## src/rtl/icache.sv

```systemverilog
// icache: direct-mapped one-word-per-frame instruction cache with a zero-latency hit path
module icache #(
  parameter int SETS = 16
) (
  input  logic        CLK,
  input  logic        nRST,
  input  logic        imemREN,
  input  logic [31:0] imemaddr,
  output logic        ihit,
  output logic [31:0] imemload,
  output logic        iREN,
  output logic [31:0] iaddr,
  input  logic        iwait,
  input  logic [31:0] iload
);
  localparam int IW = $clog2(SETS);
  localparam int TW = 30 - IW;
  typedef enum logic {IDLE, MISS} state_t;
  state_t state;
  logic [SETS-1:0] valid;
  logic [TW-1:0] tags [SETS];
  logic [31:0] data [SETS];
  logic [31:0] maddr;
  logic [IW-1:0] idx, midx;
  logic [TW-1:0] tag;
  assign idx = imemaddr[IW+1:2];
  assign tag = imemaddr[31:IW+2];
  assign midx = maddr[IW+1:2];
  always_comb begin
    ihit = state == IDLE && imemREN && valid[idx] && tags[idx] == tag;
    imemload = ihit ? data[idx] : '0;
    iREN = state == MISS;
    iaddr = state == MISS ? maddr : imemaddr;
  end
  always_ff @(posedge CLK) begin
    if (nRST) begin
      state <= IDLE;
      valid <= '0;
      maddr <= '0;
    end else if (state == IDLE) begin
      if (imemREN && !ihit) begin
        state <= MISS;
        maddr <= imemaddr;
      end
    end else if (!iwait) begin
      valid[midx] <= 1'b1;
      tags[midx] <= maddr[31:IW+2];
      data[midx] <= iload;
      state <= IDLE;
    end
  end
endmodule
```

## config.mk

```make
export PLATFORM = sky130hd
export DESIGN_NAME = icache
export DESIGN_NICKNAME = d
export VERILOG_FILES = /design/src/rtl/icache.sv
export SDC_FILE = /design/constraint.sdc
export NUM_CORES = 1
export LEC_CHECK = 0
export CELL_PAD_IN_SITES_DETAIL_PLACEMENT = 1
export CELL_PAD_IN_SITES_GLOBAL_PLACEMENT = 1
export CORE_MARGIN = 3
export CORE_UTILIZATION = 58
export CTS_BUF_LIST = sky130_fd_sc_hd__clkbuf_8
export CTS_CLUSTER_SIZE = 10
export DETAILED_ROUTE_END_ITERATION = 10
export PLACE_DENSITY_LB_ADDON = 0.1
export REMOVE_ABC_BUFFERS = 1
export SLEW_MARGIN = 20
export SYNTH_ARGS = -nofsm -noshare
export SYNTH_HDL_FRONTEND = slang
export SYNTH_SLANG_ARGS = --single-unit
```

## constraint.sdc

```tcl
create_clock -name CLK -period 12.9 [get_ports CLK]
set_input_delay 2.58 -clock CLK [delete_from_list [all_inputs] [get_ports CLK]]
set_output_delay 2.58 -clock CLK [all_outputs]
set_load 0.05 [all_outputs]
```

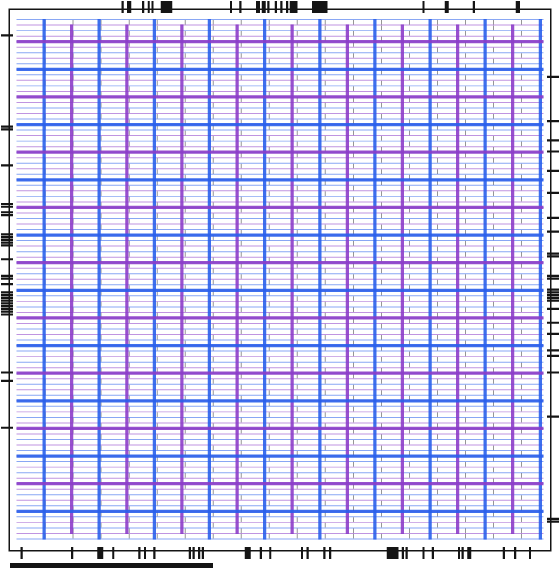
run_1/power_grid.png
Bar = 100 um. Pins as bars on the die edge. Tap cells in grey.
VDD: in purple. VSS: in blue.
19 straps on met4. 134 signal pins sit on the boundary. 18 straps on met5.

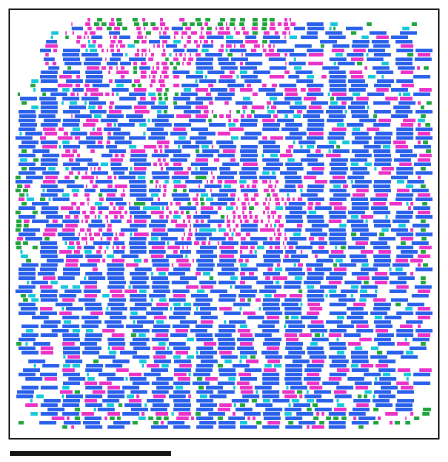
run_1/placement_by_type.png
Bar = 100 um.
clock drivers and dummy loads: in cyan, cells 283. flops: in blue, cells 977. combinational and other logic: in magenta, cells 775. other buffers and delay cells: in green, cells 184.

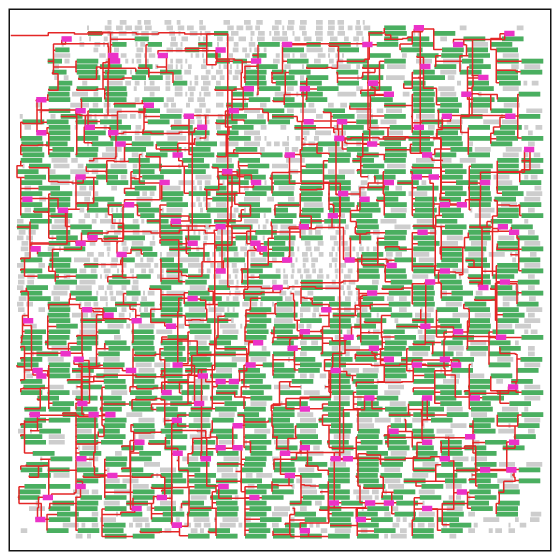
run_1/clk_routes.png
clock drivers: in magenta, count 155. clock wires: in red, length 11600 um. flip-flops: in green, count 977.
Position of the flops: widely spread. There are 156 routed clock nets.
worst clock skew on the final layout: 26.2 ps
clk_lat worst skew: 800 ps

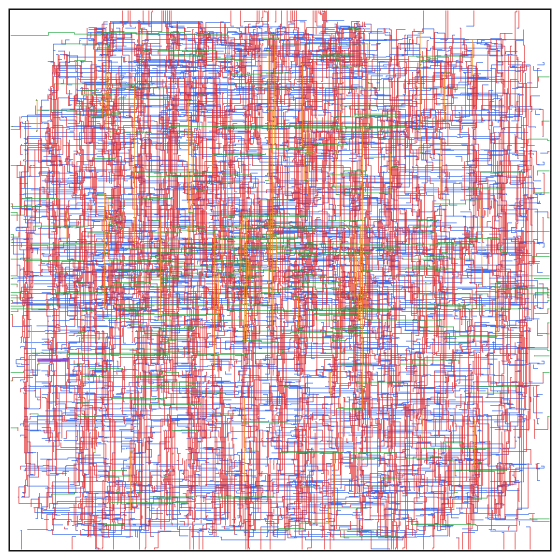
run_1/wires.png
metal 4: in orange, wire length 2760 um. metal 2: in red, wire length 50.5 mm. metal 5: in purple, wire length 13.8 um. metal 1: in blue, wire length 39.0 mm. metal 3: in green, wire length 7360 um.

-- run 1: power by group through the flow --
stage               logic [mW]  clock network (mW)  registers, mW
floorplan                0.215                   0           3.61
global placement         0.389                   0           3.62
detailed placement       0.400                   0           3.63
CTS                      0.402                2.46           3.57
global route             0.424                2.61           3.57
finish                   0.401                2.41           3.57
-- run 1: logic make-up after synthesis --
group / after synthesis / synth area share
flops: 977 / 0.737
mux: 378 / 0.183
simple gates: 262 / 0.0366
buf+inv: 127 / 0.0169
compound gates: 98 / 0.0203
xor+xnor: 29 / 0.00649
-- run 1: layer usage --
layer / up-vias / GRT usage / wire, um
met1: 10841 / 0.391 / 39000
met5: - / 0 / 13
met3: 208 / 0.0533 / 7360
met4: 2 / 0.100 / 2760
li1: 8328 / - / -
met2: 1019 / 0.478 / 50500
==> Changelog: implementation, run 1 <==
### Changed

* Run status: completed
* Design area at 0.0443 mm2
* Core occupancy in the finished layout at 0.668
* Depth of the CTS H-tree at 4
* Most common library cells after synthesis: 928 x sky130_fd_sc_hd__edfxtp_1, 239 x sky130_fd_sc_hd__mux4_2, 90 x sky130_fd_sc_hd__mux2i_1, 80 x sky130_fd_sc_hd__nand2_1, 63 x sky130_fd_sc_hd__clkbuf_1
* Area overhead of the layout relative to synthesis at 13.1%
* Critical-path cell with the highest stage delay: sky130_fd_sc_hd__clkdlybuf4s50_1
* Cell internal pwr at 4.91 mW
* Unrepaired setup endpoints after global routing: no
* Number of antenna violations at the first check in global routing at 2
* Slew of the pin with the lowest slew margin at ~1100 ps
* Top cell family by delay on the critical path: buffers and inverters
* Inverters excl. clock at 8
* Iteration count of the initial detailed-routing pass at 5
* Critical Path AT at 7360 ps
* Post-Syn Area per Cell at roughly 21 um2
* Number of buffers added to fix hold violations after cts at 0
* Count of input and output buffers at 133
* Switching share of power at 0.230
* Net switching power at 1.47 mW
* Destination of the critical timing path: imemload[29]
* Tally of yosys warning messages at 0
* Seq Cell Count at 977
* Post-synth ARST share at 0
* Worst path bufs/invs at 4
* Number of antenna diodes at 2
* Launching element of the worst setup path: imemaddr[2]
* Setup-violating endpoint count in the final report at 0
* Total number of clock tree sinks at 977
* Hold violation count in the final report at 0
* Number of synthesized flops with an enable pin at 928
* Final Critical Period at 9940 ps
* Worst hold path cell count at 1
* Share of the synthesized area in the top cell type at 0.712
* Max-Slew Margin vs Limit at 0.268
* Clock Path Buffers at 3
* Setup WS pre-CTS at 3040 ps
* Pwr Density at roughly 140 mW/mm2
* Peak fanout along the critical path at 67
* Top flop regs: data x512, tags x416, maddr x32
* Register-to-register setup slack at roughly 9000 ps
* Sequential fraction of the synthesis area at 0.737
* Via count of the first global-routing pass at 21911
* Share of final layout cell area taken by clock buffers and inverters at 0.0637
* Number of cell instances after yosys synthesis at ~1900
* Dominant register cell: sky130_fd_sc_hd__edfxtp_1
* Number of vias after detailed routing at a little over 20000
* Cell class ranked first by area: sequential cells
* Core Footprint at 0.0663 mm2
* Placed instance count at between 2000 and 3000
* Final hold slack at 451 ps
* Cell with the most instances after synthesis: sky130_fd_sc_hd__edfxtp_1
* Wire length after detailed routing at ~100 mm
* Biggest register: data
* Number of primary I/O pins at 134
* Antenna violation net count after detailed routing at 0
* Type of destination of the critical path: output pin
* Number of rows in the core area at 94
* Total cell area at the placement stage at ~0.041 mm2
* Reg2reg end: maddr[15]
* Cts repair resizes at 0
* Detailed router's first-iteration violation count at 2219
* Commonest non-fill, non-tap cells in the layout: 928 x sky130_fd_sc_hd__edfxtp_1, 239 x sky130_fd_sc_hd__mux4_2, 167 x sky130_fd_sc_hd__clkbuf_8, 128 x sky130_fd_sc_hd__clkdlybuf4s50_1, 90 x sky130_fd_sc_hd__mux2i_1
* Sequential portion of the cell area at 0.651
* Launch point of the worst hold path: valid[14]
* Instance count of the mapped netlist at roughly 1900
* Die Ht at about 270 um
* Non-clock buffer instance count of the final layout at 184
* Stages on the worst setup path at 12
* Post-synthesis register bit count at 977
* Die Area at 0.0707 mm2
* Area taken by flip-flops and latches at 0.0288 mm2
* Number of nets in the finished design at 2161
* Setup slack after layout at 2960 ps
* Number of max-cap violations at 0
* Fraction of layout instances using a drive strength above 1 at 0.245
* Depth of the worst register-to-register path at 9
* Overall power at 6.37 mW
* FILL cells at 5372
* Non-clock buffers, area share at 0.0393
* Hold/Removal Path Class: flop to flop
* Number of different library cells in the post-synthesis netlist at between 60 and 70
* Most area-consuming cells after synthesis: sky130_fd_sc_hd__edfxtp_1 71%, sky130_fd_sc_hd__mux4_2 14%, sky130_fd_sc_hd__dfxtp_1 2.5%
* Largest area contributor in the netlist: sky130_fd_sc_hd__edfxtp_1
* Endpoint required time on the critical path at about 10000 ps
* Area of the mapped netlist at 0.0392 mm2
* OpenROAD warnings at 25
* Via-per-instance ratio at 6.61
* Final-layout setup total negative slack at 0 ps
* Combinational cell fraction of total power at 0.063
* Final instance count without filler cells at 3085
* HPWL Detailed at between 50 and 60 mm
* Worst VDD drop at 0.100 mV
* Final slew viol count at 0
* Largest register FFs at 512
* Relative contribution of the clock network to total power at 0.378
* Static Leakage at 14.4 nW
* Fraction of the cycle the final worst path needs at 0.770
* Top logic cell by instance count in the layout: sky130_fd_sc_hd__edfxtp_1
* Post-detailed-route DRC marker count at 0
* Start of the worst register-to-register path: tags[10][21]
* Clock tree buffer count of the final layout at 166
* Combinational share of cell area at 0.221
* Routed wire length per instance at around 32 um
* Kind of critical path: input port to output pin
* GRT overflow at 0
* Global-route wire length before repair at 146 mm
* TritonCTS clock tree: done
* Number of logic gates at 767
* Pre-Place Util at 0.590
* Fmax at 0.101 GHz
* Width of the die at 266 um
* Hold EP: valid[14]
* Post-CTS setup-driven buffer insertion count at 0
* Root buffer cell: sky130_fd_sc_hd__clkbuf_8
* All-Layer GR Usage at 0.288
* Crit-path cells: buf_8 > buf_12 > mux4_1 > mux2i_1 > mux2i_1 > xnor2_1 > nand2_1 > nor4_1 > nand4_1 > buf_4 > nor2b_1 > clkdlybuf4s50_1
* CP peak stage delay at 840 ps
* Clk slew on worst S/H paths at 60 ps
* Most common cell on crit path: sky130_fd_sc_hd__mux2i_1
* Largest net degree at the start of global routing at 81
* Yosys Chip Area at 0.0392 mm2
* Startpoint class of the critical path: input port
* Placer Congestion at 0.807
* Total clock buffers created by CTS at 155
* TAP cells at 864
* Combinational cell area excluding buffers and inverters at ~0.01 mm2
* Part of the total power dissipated in sequential elements at 0.559
==> run 1 -> run 2 <==
Settings changed: CORE_UTILIZATION 58 to 56.
Clock period 12.9 ns to 9.55 ns, I/O delays scaled along.
==> run 2 against run 1 <==
Compared with the run above: clock skew rose by 20 ps; worst setup slack worse by 1700 ps; register-to-register slack worse by 3300 ps; clock-buffer cell count decreased by 1; largest power group unchanged; first-iteration DRC count decreased by 6.5%; combinational power grew 34%; total power grew 34%.
==> Changelog: implementation, run 2 <==
### Changed

* Sequential-cell power consumption at 4.81 mW (+35%)
* Simple share at 0.0366 (unchanged)
* Number of max-cap violations at 0 (unchanged)
* Number of antenna violations at the first check in global routing at 3 (+1)
* Via count of the first global-routing pass at 21591 (-1.5%)
* Met3 Usage GRT at 0.0481 (-0.00514)
* Cts repair resizes at 0 (unchanged)
* Fraction of synthesized area in multiplexers at 0.183 (unchanged)
* All-Layer GR Usage at 0.271 (-0.0172)
* Dominant register cell: sky130_fd_sc_hd__edfxtp_1
* Number of synthesized flops with an enable pin at 928 (unchanged)
* Number of buffers added to fix hold violations after cts at 0 (unchanged)
* Static Leakage at 14.5 nW (+0.26%)
* Pwr Density at 193 mW/mm2 (+34%)
* Part of the total power dissipated in sequential elements at 0.562 (+0.003)
* Die Area at 0.0731 mm2 (+3.5%)
* Cell with the most instances after synthesis: sky130_fd_sc_hd__edfxtp_1
* Hold EP: valid[6]
* Post-synth ARST share at 0 (unchanged)
* Area overhead of the layout relative to synthesis at 13.1% (about the same)
* Clock Path Buffers at 3 (unchanged)
* Root buffer cell: sky130_fd_sc_hd__clkbuf_8
* Final instance count without filler cells at 3151 (+2.1%)
* Depth of the CTS H-tree at 4 (unchanged)
* Antenna violation net count after detailed routing at 0 (unchanged)
* XOR/XNOR share of the synthesized area at 0.00649 (unchanged)
* Number of primary I/O pins at 134 (unchanged)
* Critical-path cell with the highest stage delay: sky130_fd_sc_hd__clkdlybuf4s50_1
* Launching element of the worst setup path: imemaddr[2]
* Largest net degree at the start of global routing at 72 (-11%)
* Combinational cell fraction of total power at 0.063 (about the same)
* Total cell area at the placement stage at 0.0415 mm2 (+0.12%)
* Area fraction in compound gates at 0.0203 (unchanged)
* Count of input and output buffers at 133 (unchanged)
* Kind of critical path: input port to output pin
* Number of cell instances after yosys synthesis at 1871 (unchanged)
* Fraction of the cycle the final worst path needs at 0.868
* Run status: completed
* Post-Syn Area per Cell at 20.9 um2 (unchanged)
* Fmax at 0.121 GHz
* Hold/Removal Path Class: flop to flop
* Biggest register: data
* Top Layer Used: met4
* Pre-Place Util at 0.568 (-0.0224)
* Routing usage on met1 at 0.370 (-0.0209)
* Largest area contributor in the netlist: sky130_fd_sc_hd__edfxtp_1
* Die Ht at 270 um (+1.7%)
* Endpoint required time on the critical path at 7640 ps (-2680 ps)
* Yosys Chip Area at 0.0392 mm2 (unchanged)
* Crit-path cells: buf_8 > buf_4 > mux4_1 > nor2_1 > or2_2 > a21oi_1 > or4_1 > nor3_1 > nand4_1 > buf_4 > nor2b_1 > clkdlybuf4s50_1
* Start of the worst register-to-register path: iREN
* CP peak stage delay at 820 ps (-20 ps)
* Met3 wirelength from detailed routing at 6.42 mm (-13%)
* Hold violation count in the final report at 0 (unchanged)
* Adder-cell share of the synthesized area at 0 (unchanged)
* HPWL Detailed at 52.3 mm (-2.4%)
* Core occupancy in the finished layout at 0.642 (-0.0255)
* Post-synthesis register bit count at 977 (unchanged)
* OpenROAD warnings at 25 (unchanged)
* Depth of the worst register-to-register path at 5 (-4)
* Comb. pwr at 536 uW (+34%)
* Largest register FFs at 512 (unchanged)
* Cell internal pwr at 6.57 mW (+34%)
* Setup slack after layout at 1260 ps (-1700 ps)
* Worst hold path cell count at 1 (unchanged)
* Register-to-register setup slack at 5760 ps (-3270 ps)
* Unrepaired setup endpoints after global routing: no
* Number of vias after detailed routing at 20052 (-1.7%)
* Final hold slack at 449 ps (-1.79 ps)
* Design area at 0.0443 mm2 (about the same)
* Total number of clock tree sinks at 977 (unchanged)
* Max-Slew Margin vs Limit at 0.291 (+0.0231)
* Global-route wire length before repair at 144 mm (-1.4%)
* Final slew viol count at 0 (unchanged)
* Net switching power at 1.99 mW (+36%)
* Top flop regs: data x512, tags x416, maddr x32
* Clk slew on worst S/H paths at 60 ps (about the same)
* Detailed-routing wirelength on met1 at 38.9 mm (-0.16%)
* Type of destination of the critical path: output pin
* Slew of the pin with the lowest slew margin at 1060 ps (-37.2 ps)
* Largest family of logic cells by area: multiplexers
* Worst clock skew on the final layout at 46.6 ps (+20.4 ps)
* Via-per-instance ratio at 6.36 (-3.8%)
* Top logic cell by instance count in the layout: sky130_fd_sc_hd__edfxtp_1
* Routed wire length per instance at 30.8 um (-4.7%)
* Sequential fraction of the synthesis area at 0.737 (unchanged)
* Setup-violating endpoint count in the final report at 0 (unchanged)
* Wire length after detailed routing at 97.0 mm (-2.6%)
* Most area-consuming cells after synthesis: sky130_fd_sc_hd__edfxtp_1 71%, sky130_fd_sc_hd__mux4_2 14%, sky130_fd_sc_hd__dfxtp_1 2.5%
* Reg2reg end: tags[10][14]
* Placer Congestion at 0.794 (-1.6%)
* Number of different library cells in the post-synthesis netlist at 64 (unchanged)
* TritonCTS clock tree: done
* Destination of the critical timing path: imemload[2]
* Post-detailed-route DRC marker count at 0 (unchanged)
* Tally of yosys warning messages at 0 (unchanged)
* Switching share of power at 0.232 (+0.00219)
* Met2 routed WL at 48.9 mm (-3.2%)
* Overall power at 8.56 mW (+34%)
* Startpoint class of the critical path: input port
[run 2: cell count changes in the layout (fill, tap and decap cells not counted), sizes merged]
cell / before / now
buf: 55 / 86
inv: 61 / 66
diode: 2 / 3
clkinvlp: 4 / 3
clkdlybuf4s50: 128 / 102
clkinv: 58 / 50
bufinv: 2 / 0
clkbuf: 167 / 166
[run 2: area by class of cell]
type	count	area share
antenna	3	0.000170
clock buffer	165	0.0513
clock inverter	111	0.0110
inverter	8	0.000735
multi-input combinational	767	0.221
sequential	977	0.651
tap	931	0.0263
timing repair buffer	189	0.0385
[run 2: critical path, delay by kind of cell]
kind / cells / cell delay [ps]
AOI/OAI and AO/OA: 1 / 60
buffers and inverters: 4 / 2100
muxes: 1 / 620
and+or+nand+nor: 6 / 1530
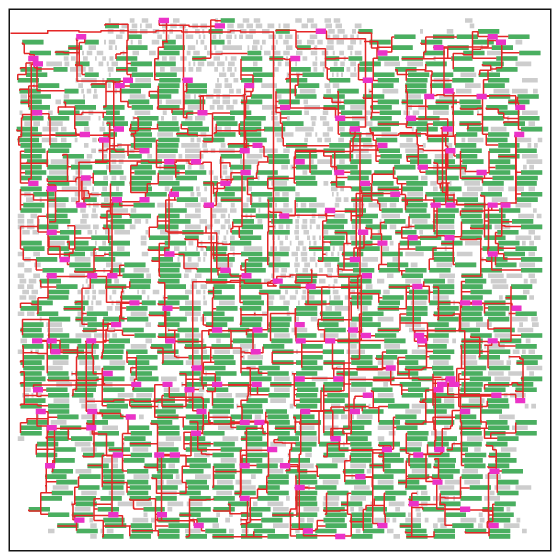
run_2/clk_routes.png
clock drivers: in magenta, count 156. clock wires: in red, length 11800 um. flip-flops: in green, count 977.
Position of the flops: widely spread.
Clock net power: 3.21 mW
clk_lat worst skew: 810 ps

Power and IR drop assume default switching activity.
